===== src/rtl/uart_pkg.sv =====
// Shared definitions for the UART FIFO sequencing block: drain FSM encoding
// and default data width.
package uart_pkg;

    localparam int unsigned DATA_W_DEF = 8;

    typedef enum logic [1:0] {
        ST_IDLE = 2'd0,
        ST_POP  = 2'd1,
        ST_WAIT = 2'd2,
        ST_SEND = 2'd3
    } drain_state_t;

endpackage


===== src/rtl/uart_rr_arb2.sv =====
// Two-way round-robin write arbiter: combinational grant into the FIFO,
// registered pointer naming the requester favoured next.
module uart_rr_arb2 #(
    parameter int unsigned DATA_W = 8
) (
    input  logic              clk,
    input  logic              rst_n,
    input  logic              hold,
    input  logic              req0_valid,
    input  logic [DATA_W-1:0] req0_data,
    input  logic              req1_valid,
    input  logic [DATA_W-1:0] req1_data,
    output logic              grant0,
    output logic              grant1,
    output logic              wr_en,
    output logic [DATA_W-1:0] wr_data
);

    logic rr_ptr;
    logic pick0;
    logic pick1;
    logic live;

    // Grants are gated by rst_n so nothing reaches the FIFO while reset is held.
    always_comb begin
        pick0   = req0_valid & (~rr_ptr | ~req1_valid);
        pick1   = req1_valid & ( rr_ptr | ~req0_valid);
        live    = rst_n & ~hold;
        grant0  = live & pick0;
        grant1  = live & pick1;
        wr_en   = grant0 | grant1;
        wr_data = '0;
        if (grant0) begin
            wr_data = req0_data;
        end else if (grant1) begin
            wr_data = req1_data;
        end
    end

    always_ff @(posedge clk or negedge rst_n) begin
        if (!rst_n) begin
            rr_ptr <= 1'b0;
        end else if (grant0) begin
            rr_ptr <= 1'b1;
        end else if (grant1) begin
            rr_ptr <= 1'b0;
        end
    end

endmodule


===== src/rtl/uart_fifo_arbiter.sv =====
// Sequences the UART byte FIFO: round-robin writes from two requesters and a
// drain FSM that pops one byte at a time and hands it to the TX engine.
module uart_fifo_arbiter
    import uart_pkg::*;
#(
    parameter int unsigned DATA_W = DATA_W_DEF,
    parameter int unsigned RD_LAT = 1,
    parameter int unsigned CNT_W  = 16
) (
    input  logic              clk,
    input  logic              rst_n,
    input  logic              en,
    input  logic              req0_valid,
    input  logic [DATA_W-1:0] req0_data,
    output logic              req0_ack,
    input  logic              req1_valid,
    input  logic [DATA_W-1:0] req1_data,
    output logic              req1_ack,
    output logic              fifo_wr_en,
    output logic [DATA_W-1:0] fifo_din,
    input  logic              fifo_full,
    output logic              fifo_rd_en,
    input  logic [DATA_W-1:0] fifo_dout,
    input  logic              fifo_empty,
    output logic              tx_valid,
    output logic [DATA_W-1:0] tx_data,
    input  logic              tx_ready,
    output logic [CNT_W-1:0]  tx_count
);

    drain_state_t state;
    logic [1:0]   lat_cnt;
    logic         can_pop;

    uart_rr_arb2 #(
        .DATA_W (DATA_W)
    ) u_arb (
        .clk        (clk),
        .rst_n      (rst_n),
        .hold       (fifo_full),
        .req0_valid (req0_valid),
        .req0_data  (req0_data),
        .req1_valid (req1_valid),
        .req1_data  (req1_data),
        .grant0     (req0_ack),
        .grant1     (req1_ack),
        .wr_en      (fifo_wr_en),
        .wr_data    (fifo_din)
    );

    assign can_pop = en & ~fifo_empty;

    // fifo_rd_en is raised on entry to POP and dropped on exit, so it is high
    // for exactly the one POP cycle.
    always_ff @(posedge clk or negedge rst_n) begin
        if (!rst_n) begin
            state      <= ST_IDLE;
            lat_cnt    <= '0;
            fifo_rd_en <= 1'b0;
            tx_valid   <= 1'b0;
            tx_data    <= '0;
            tx_count   <= '0;
        end else begin
            case (state)
                ST_IDLE: begin
                    if (can_pop) begin
                        state      <= ST_POP;
                        fifo_rd_en <= 1'b1;
                    end
                end
                ST_POP: begin
                    fifo_rd_en <= 1'b0;
                    lat_cnt    <= 2'(RD_LAT - 1);
                    state      <= ST_WAIT;
                end
                ST_WAIT: begin
                    if (lat_cnt == 2'd0) begin
                        tx_data  <= fifo_dout;
                        tx_valid <= 1'b1;
                        state    <= ST_SEND;
                    end else begin
                        lat_cnt <= lat_cnt - 2'd1;
                    end
                end
                ST_SEND: begin
                    if (tx_ready) begin
                        tx_valid <= 1'b0;
                        tx_count <= tx_count + CNT_W'(1);
                        if (can_pop) begin
                            state      <= ST_POP;
                            fifo_rd_en <= 1'b1;
                        end else begin
                            state <= ST_IDLE;
                        end
                    end
                end
                default: state <= ST_IDLE;
            endcase
        end
    end

endmodule


===== config.mk =====
export PLATFORM = sky130hd
export DESIGN_NAME = uart_fifo_arbiter
export DESIGN_NICKNAME = d
export VERILOG_FILES = /design/src/rtl/uart_pkg.sv /design/src/rtl/uart_rr_arb2.sv /design/src/rtl/uart_fifo_arbiter.sv
export SDC_FILE = /design/constraint.sdc
export NUM_CORES = 1
export LEC_CHECK = 0
export ABC_AREA = 1
export CAP_MARGIN = 30
export CORE_MARGIN = 8
export CORE_UTILIZATION = 38
export CTS_CLUSTER_SIZE = 24
export DETAILED_ROUTE_END_ITERATION = 7
export GPL_ROUTABILITY_DRIVEN = 0
export PLACE_DENSITY_LB_ADDON = 0.1
export SLEW_MARGIN = 15
export SYNTH_ARGS = -nofsm -noshare
export SYNTH_HDL_FRONTEND = slang
export SYNTH_SLANG_ARGS = --single-unit
export TNS_END_PERCENT = 10

===== constraint.sdc =====
create_clock -name clk -period 1.4 [get_ports clk]
set_input_delay 0.21 -clock clk [delete_from_list [all_inputs] [get_ports clk]]
set_output_delay 0.21 -clock clk [all_outputs]
set_load 0.1 [all_outputs]

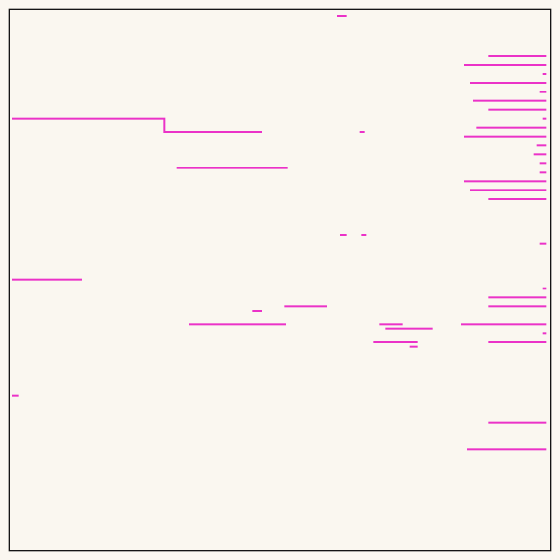
**Above:** the metal 3 layer.
The layer carries 280 um of wire. The longest straight run is 23.0 um. The wires run mostly horizontal.
total wirelength of the detailed-routed design: 5183 um
met3 Resource Use GR: 3.788%
routed via count: 1629

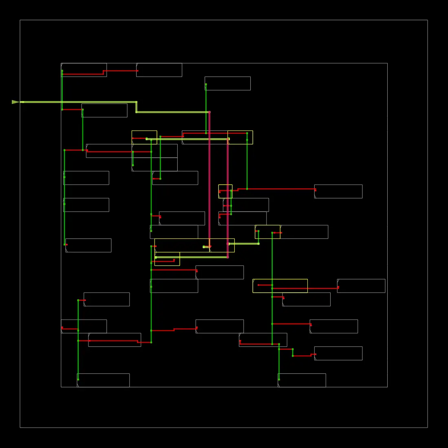
**Above:** clock wiring as the flow saved it.
clock buffer count: 5
reported clock group power: 1.07 mW
number of clock sinks: 31
CTS buffer count: 5
flop count: 31

==> impl.org <==
#+TITLE: Implementation results

** Run status
- Run status :: complete, but fails checks
- The final reports fail on negative setup slack.

** CTS
- Buffer depth of the longest clock path :: 2
- Number of H-tree levels :: 2

** Synthesis
- Per the post-synthesis report, the nets total 232.
- Summing the areas of all fa, ha and maj instances in the mapped netlist gives 5.267% of the synthesized area.
- For reference, compound AND-OR and OR-AND cells occupy 4.590% of the area reported after synthesis.
- The synthesis run identifies the leading combinational cell family as simple AND/OR/NAND/NOR gates.
- Of all flip-flops after synthesis, the portion carrying an async set or reset was 100.0%.
- Number of instances in the synthesized netlist :: 193

** Cells and area
- Tally of filler cells in the layout :: 284
- Number of cells in the finished layout apart from fillers :: 341
- Per the layout area report, the combinational gate area comes to about 960 sq um.
- The layout contains a multi-input combinational cell count of approximately 140.
- For this run, the script counts the antenna cells in the layout as 0.

** Flow run
- Max_cap viols :: 0

** STA
- Final Setup Violations :: 11
- Timing would allow up to a little over 0.6 GHz.
- Final worst-path cycle share :: 116.0%
- Final worst path period need :: 1624 ps
- Worst setup slack after layout :: -224.0 ps

** Setup path
- Launch point of the worst path :: req0_valid
- Logic depth along the worst register-to-register path is recorded as 7.

** Power and ir drop
- The clock network burns between 15 and 20% of the power.
- Power density over the cells :: 2016 nW/um^2

** Floorplanning
- After floorplanning, the die was sized to cover roughly 6700 sq um.

** GRT
- The via count of the first global-routing pass was 1635.

** Route
- The violation tally recorded at the end of detailed-routing iteration 0 is 66.
- The routed design shows a wire length per standard cell of 15.20 um.
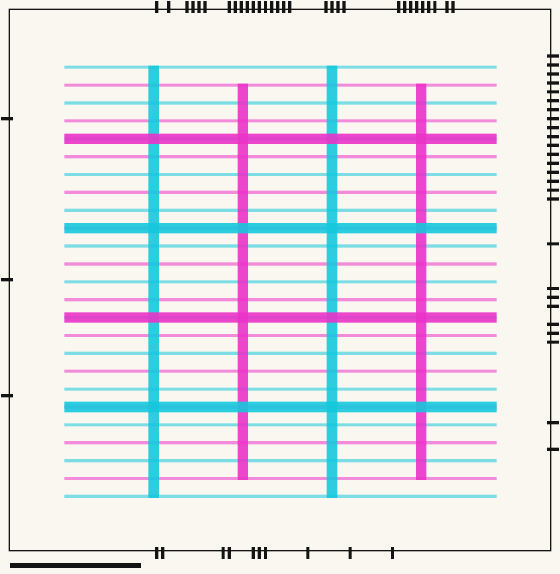
**Above:** power grid.
Bar = 20 um. Pins as bars on the die edge.
Key: magenta = VDD; cyan = VSS
4 straps on met5. 4 straps on met4. The core has 24 rows.
worst ir drop on vdd: 1.514 mV
die width: 82.15 um
area of the placeable core: 4294 sq um

==> placed cells by master (no fill, tap or decap), types with 2 or more instances in the layout <==
cell              n
nor3_1            2
clkbuf_8          5
xor2_1            6
ha_1              5
o21ai_0           2
nor2_1            9
a21oi_1           3
nor2_2            5
inv_8             2
nor2_4            2
dfrtp_4           2
buf_12           38
dfrtp_2          13
dfrtp_1          16
ha_2              2
buf_4            16
xnor2_1           5
nand2_2          14
clkinv_4          2
nand3_1          10
nand2_4          13
o21ai_1           4
nand2_1          35
mux2_2            8
inv_1            21
bufinv_16         2
nand4_1           3
clkdlybuf4s50_1  30
==> routing by layer <==
layer	up-vias	global-route usage (%)	wire length [um]
met1	777	16.93	2001
met3	9	3.788	279
met2	46	26.68	2802
met4	0	5.439	99
met5	-	0	0
li1	797	-	-
Power figures rest on the tool's default switching activity, not on a simulated workload.
